### src/rtl/audio_mix_i2s_tx.sv
// Multi-voice audio mixer with master volume, feeding a 64-bit-frame I2S transmitter.
// Frames pass a two-stage mix pipeline into a one-entry pending buffer loaded at frame start.
module audio_mix_i2s_tx #(
  parameter int unsigned NUM_CH   = 2,
  parameter int unsigned SAMPLE_W = 24,
  parameter int unsigned VOL_W    = 4,
  parameter int unsigned BCLK_DIV = 4
) (
  input  logic                       clk,
  input  logic                       rst,
  input  logic                       in_valid,
  output logic                       in_ready,
  input  logic [NUM_CH*SAMPLE_W-1:0] in_left,
  input  logic [NUM_CH*SAMPLE_W-1:0] in_right,
  input  logic [VOL_W-1:0]           master_vol,
  input  logic                       mute,
  output logic                       audio_I2S_bclk,
  output logic                       audio_I2S_pblrc,
  output logic                       audio_I2S_pbdat,
  output logic [15:0]                underrun_cnt
);
  localparam int unsigned SUM_W  = SAMPLE_W + $clog2(NUM_CH) + 1;
  localparam int unsigned PROD_W = SUM_W + VOL_W + 1;
  localparam int unsigned DIV_W  = $clog2(BCLK_DIV);
  localparam logic signed [PROD_W-1:0] SAT_MAX = PROD_W'(2 ** (SAMPLE_W - 1) - 1);
  localparam logic signed [PROD_W-1:0] SAT_MIN = PROD_W'(-(2 ** (SAMPLE_W - 1)));

  function automatic logic signed [SUM_W-1:0] f_sum(input logic [NUM_CH*SAMPLE_W-1:0] v);
    logic signed [SUM_W-1:0] acc;
    acc = '0;
    for (int i = 0; i < NUM_CH; i++) begin
      acc = acc + SUM_W'($signed(v[i*SAMPLE_W +: SAMPLE_W]));
    end
    return acc;
  endfunction

  function automatic logic [SAMPLE_W-1:0] f_scale(input logic signed [SUM_W-1:0] s,
                                                  input logic [VOL_W-1:0] vol);
    logic signed [PROD_W-1:0] prod;
    prod = PROD_W'(s) * PROD_W'($signed({1'b0, vol}));
    prod = prod >>> VOL_W;
    if (prod > SAT_MAX) return SAT_MAX[SAMPLE_W-1:0];
    if (prod < SAT_MIN) return SAT_MIN[SAMPLE_W-1:0];
    return prod[SAMPLE_W-1:0];
  endfunction

  logic                          r_ready, r_cap_v, r_s1_v, r_pending;
  logic [NUM_CH*SAMPLE_W-1:0]    r_in_l, r_in_r;
  logic [VOL_W-1:0]              r_vol, r_vol1;
  logic signed [SUM_W-1:0]       r_sum_l, r_sum_r;
  logic [SAMPLE_W-1:0]           r_pend_l, r_pend_r, r_sh_l, r_sh_r;
  logic [DIV_W-1:0]              r_div;
  logic                          r_bclk, r_dat;
  logic [5:0]                    r_bit;
  logic [15:0]                   r_underrun;

  logic       w_acc, w_pending_d, w_ready_d, w_tick, w_fall, w_load, w_in_word;
  logic [5:0] w_bit_nx;

  assign w_acc       = in_valid && r_ready;
  assign w_tick      = (r_div == DIV_W'(BCLK_DIV - 1));
  assign w_fall      = w_tick && r_bclk;
  assign w_bit_nx    = r_bit + 6'd1;
  assign w_load      = w_fall && (w_bit_nx == 6'd0);
  assign w_in_word   = (w_bit_nx[4:0] != 5'd0) && (w_bit_nx[4:0] <= 5'(SAMPLE_W));
  // A frame landing on the load edge is not seen by that load; it waits a frame.
  assign w_pending_d = r_s1_v || (r_pending && !w_load);
  assign w_ready_d   = !(w_acc || r_cap_v || w_pending_d);

  always_ff @(posedge clk) begin
    if (rst) begin
      r_ready    <= 1'b0;
      r_cap_v    <= 1'b0;
      r_s1_v     <= 1'b0;
      r_pending  <= 1'b0;
      r_in_l     <= '0;
      r_in_r     <= '0;
      r_vol      <= '0;
      r_vol1     <= '0;
      r_sum_l    <= '0;
      r_sum_r    <= '0;
      r_pend_l   <= '0;
      r_pend_r   <= '0;
      r_sh_l     <= '0;
      r_sh_r     <= '0;
      r_div      <= '0;
      r_bclk     <= 1'b0;
      r_dat      <= 1'b0;
      r_bit      <= '0;
      r_underrun <= '0;
    end else begin
      r_ready   <= w_ready_d;
      r_cap_v   <= w_acc;
      r_s1_v    <= r_cap_v;
      r_pending <= w_pending_d;
      if (w_acc) begin
        r_in_l <= in_left;
        r_in_r <= in_right;
        // Mute is folded into the gain so it travels with the frame.
        r_vol  <= mute ? '0 : master_vol;
      end
      if (r_cap_v) begin
        r_sum_l <= f_sum(r_in_l);
        r_sum_r <= f_sum(r_in_r);
        r_vol1  <= r_vol;
      end
      if (r_s1_v) begin
        r_pend_l <= f_scale(r_sum_l, r_vol1);
        r_pend_r <= f_scale(r_sum_r, r_vol1);
      end

      if (w_tick) begin
        r_div  <= '0;
        r_bclk <= ~r_bclk;
      end else begin
        r_div <= r_div + DIV_W'(1);
      end

      if (w_fall) begin
        r_bit <= w_bit_nx;
        if (w_load) begin
          r_dat <= 1'b0;
          if (r_pending) begin
            r_sh_l <= r_pend_l;
            r_sh_r <= r_pend_r;
          end else begin
            r_sh_l <= '0;
            r_sh_r <= '0;
            if (r_underrun != 16'hFFFF) r_underrun <= r_underrun + 16'd1;
          end
        end else if (w_in_word) begin
          if (w_bit_nx[5]) begin
            r_dat  <= r_sh_r[SAMPLE_W-1];
            r_sh_r <= r_sh_r << 1;
          end else begin
            r_dat  <= r_sh_l[SAMPLE_W-1];
            r_sh_l <= r_sh_l << 1;
          end
        end else begin
          r_dat <= 1'b0;
        end
      end
    end
  end

  assign in_ready        = r_ready;
  assign audio_I2S_bclk  = r_bclk;
  assign audio_I2S_pblrc = r_bit[5];
  assign audio_I2S_pbdat = r_dat;
  assign underrun_cnt    = r_underrun;

endmodule

### config.mk
export PLATFORM = sky130hd
export DESIGN_NAME = audio_mix_i2s_tx
export DESIGN_NICKNAME = d
export VERILOG_FILES = /design/src/rtl/audio_mix_i2s_tx.sv
export SDC_FILE = /design/constraint.sdc
export NUM_CORES = 1
export LEC_CHECK = 0
export CAP_MARGIN = 10
export CORE_UTILIZATION = 39
export CTS_CLUSTER_SIZE = 14
export DETAILED_ROUTE_END_ITERATION = 8
export GPL_ROUTABILITY_DRIVEN = 0
export PLACE_DENSITY = 0.67
export SKIP_CTS_REPAIR_TIMING = 1
export SKIP_LAST_GASP = 1
export SLEW_MARGIN = 20
export SYNTH_ARGS = -nofsm -noshare
export SYNTH_HDL_FRONTEND = slang
export SYNTH_SLANG_ARGS = --single-unit
### constraint.sdc
create_clock -name clk -period 6 [get_ports clk]
set_clock_uncertainty 0.2 [all_clocks]
set_input_delay 1.2 -clock clk [delete_from_list [all_inputs] [get_ports clk]]
set_output_delay 1.2 -clock clk [all_outputs]
set_load 0.1 [all_outputs]
layer_met1.png
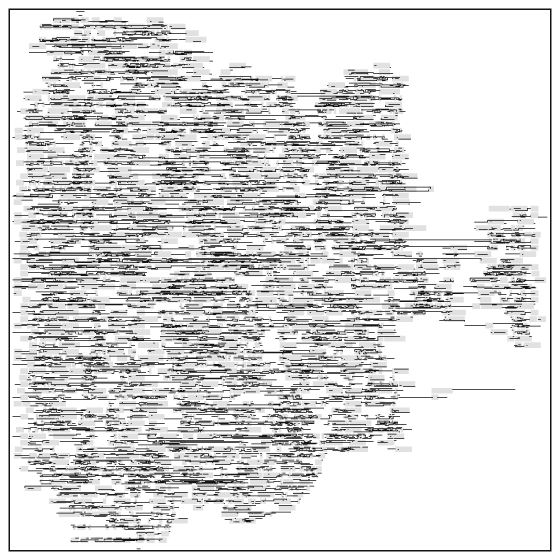
main direction: horizontal
wire length on this layer: 20.9 mm
nets with wire on the layer: 2661
share of all routed wire: 51%
longest straight run: 45.1 um

layer_met2.png
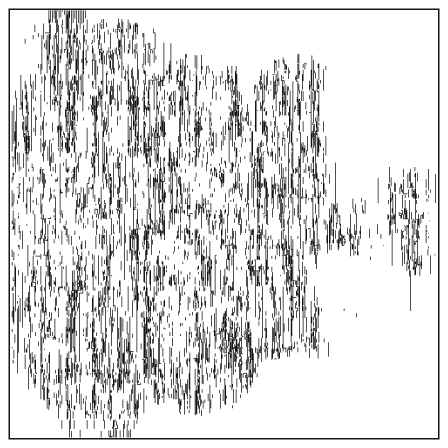
main direction: vertical
nets with wire on the layer: 2224
share of all routed wire: 44%
wire length on this layer: 18200 um

layer_met4.png
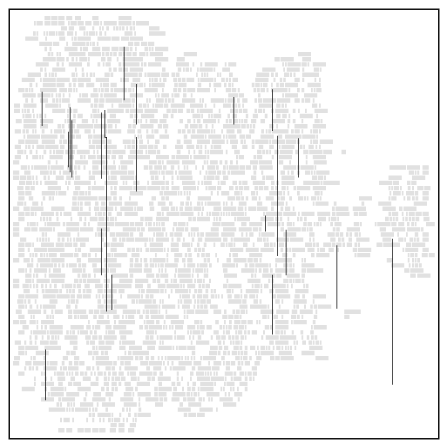
wire length on this layer: 682 um
nets with wire on the layer: 12
share of all routed wire: 1.7%
longest straight run: 91.7 um

cell_density.png
Scale bar: 50 um. The die is cut into 23 by 23 equal tiles; dark blue is low, red is high, 0 to 100% covered.
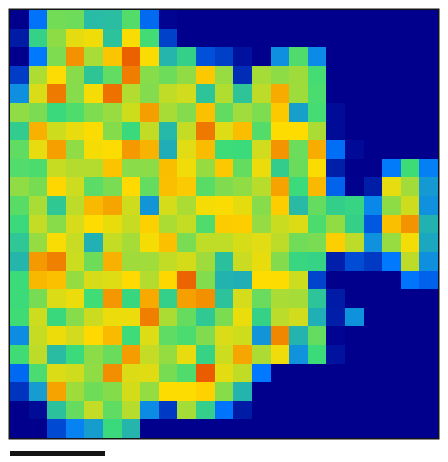
nearly empty tiles: 26%
tiles over 75% full: 12%
emptiest ninth of the die: bottom right
Core Area: 49200 um^2
final core occ: 0.457
FP Core Util: 0.398

==> metrics.yaml <==
outcome:
  status: "complete, no violations"
final_layout:
  area_growth_pct: 14.8
  nonClockBufferCount: 143
  lay_top_count: "nand2_1"
  fin_nets: 2812
  comb_area_frac: 0.559
  fin_cells: 3129
  flop-count: 280
  num-multi-input-gates: 1747
  logic_area_um2: 12600
  seq_share: 0.250
  layout_top_cells: "nand2_1, dfxtp_1, inv_1, nor2_1, a21oi_1"
  clkbuf_count: 46
  buf_share: 0.0617
  inv_count: 235
  clkCellAreaFrac: 0.0531
  flop_area_um2: 5610
setup_path:
  end_kind: "flop"
  r2r_cells: 19
  critPathSlowestCell: "dfxtp_1"
  crit_path_cell_trace: "and2_1 > ha_1 > inv_1 > fa_1 > fa_1 > inv_1 > ha_1 > and4_4 > a221oi_2 > o211ai_4 > a21o_4 > a221oi_4 > o21a_4 > o31ai_4 > a21oi_2 > xnor2_2 > buf_4 > o21ai_0 > a211oi_1"
  crit_type: "reg2reg"
  timing.rr.start: "r_vol1[3]"
  max_stage_delay_ns: 0.66
  start_kind: "flop"
  r2r_slack_ns: 0.44
place:
  pre_cts_slack_ns: 0.322
  placed_cells: 3069
floorplan:
  row_count: 81
  die_area_um2: 51000
  nWellTaps: 664
  io_pins: 124
  die_h_um: 226
global_route:
  grt_pass1_vias: 15400
  grt_overflow: 0
  grt_max_degree: 143
route:
  wl_per_cell_um: 13.2
  routed_wl_um: 41200
  via_per_inst: 5.00
  vias: 15700
power_and_ir_drop:
  leakage_nw: 9.76
  p_total_mw: 4.42
  peakVddDrop_mv: 0.182
  pwr_density_cell_nw_per_um2: 197
min_path:
  hold_class: "reg2reg"
  hold_depth: 1
  hp-start: "r_div[0]"
yosys:
  synthAdderAreaFrac: 0.209
  synth-xor-area-share: 0.0456
  synth-compound-area-share: 0.156
  yosysCellCount: 2388
  synthTopCellsByArea: "dfxtp_1, ha_1, fa_1"
  ys_types: 81
  post_synth.cell_area_avg_um2: 8.19
  syn_inst: 2388
  top_area_frac: 0.287
  ys_area_um2: 19600
  ys_async_sr_fraction: 0
  fp_nets: 2758
  topCombFamilyByArea: "adder cells"
clocking:
  path_clk_slew_ns: 0.06
  cts_buffers: 35
  htreeDepth: 2
  clock_path_buffers: 3
sta:
  setup_ws_ns: 0.436
  hold_viol_final: 0
  drv_slew: 0
  period_minus_slack_ns: 5.56
  grt_setup_unrepaired: "false"
  relSlewSlack: 0.311
job:
  drv_cap: 0
==> through the flow <==
step | area [um^2] | util | hold slack [ns]
3_3_place_gp | 21300 | 0.433 | 0.214
6_report | 22500 | 0.457 | 0.230
4_1_cts | 22500 | 0.457 | 0.237
5_1_grt | 22500 | 0.457 | 0.270
3_5_place_dp | 21300 | 0.433 | 0.229
2_1_floorplan | 19600 | - | 0.204
==> how the worst max path moves through the flow <==
stage	startpoint	to	slack (ns)	depth (start not counted)
after CTS	r_vol1[2]	r_pend_r[4]	0.20	18
after global routing	r_vol1[3]	r_pend_l[21]	0.02	20
final	r_vol1[3]	r_pend_r[4]	0.44	19
after detailed placement	r_vol1[2]	r_pend_r[19]	0.32	18
after floorplan	r_vol1[2]	r_pend_r[22]	1.04	20
after global placement	r_vol1[2]	r_pend_r[22]	0.45	18
==> report_power, final <==
part	total [mW]	leakage (nW)	switching, mW	internal [mW]
registers	1.96	2.27	0.0414	1.91
clock network	2.13	0.579	0.822	1.31
logic	0.330	6.91	0.178	0.153
==> layer usage <==
metal | track usage | vias to the layer above | part of all wire
met5 | 0 | - | 0
met4 | 0.0426 | 0 | 0.017
met3 | 0.0237 | 51 | 0.033
met2 | 0.265 | 236 | 0.44
met1 | 0.229 | 7330 | 0.51
li1 | - | 8038 | -
==> cells in the mapped netlist (27+ instances only) <==
master and n:
and2_1 150, ha_1 164, a21oi_1 184, nor3_1 27, a21o_1 38, xor2_1 32, inv_1 235, o21ai_0 56
clkbuf_1 106, nand2_1 346, fa_1 102, nor2_1 193, a211oi_1 54, dfxtp_1 280, mux2i_1 41, xnor2_1 68
nand3_1 60
No activity file was given, so power comes from the tool's default toggle rates.
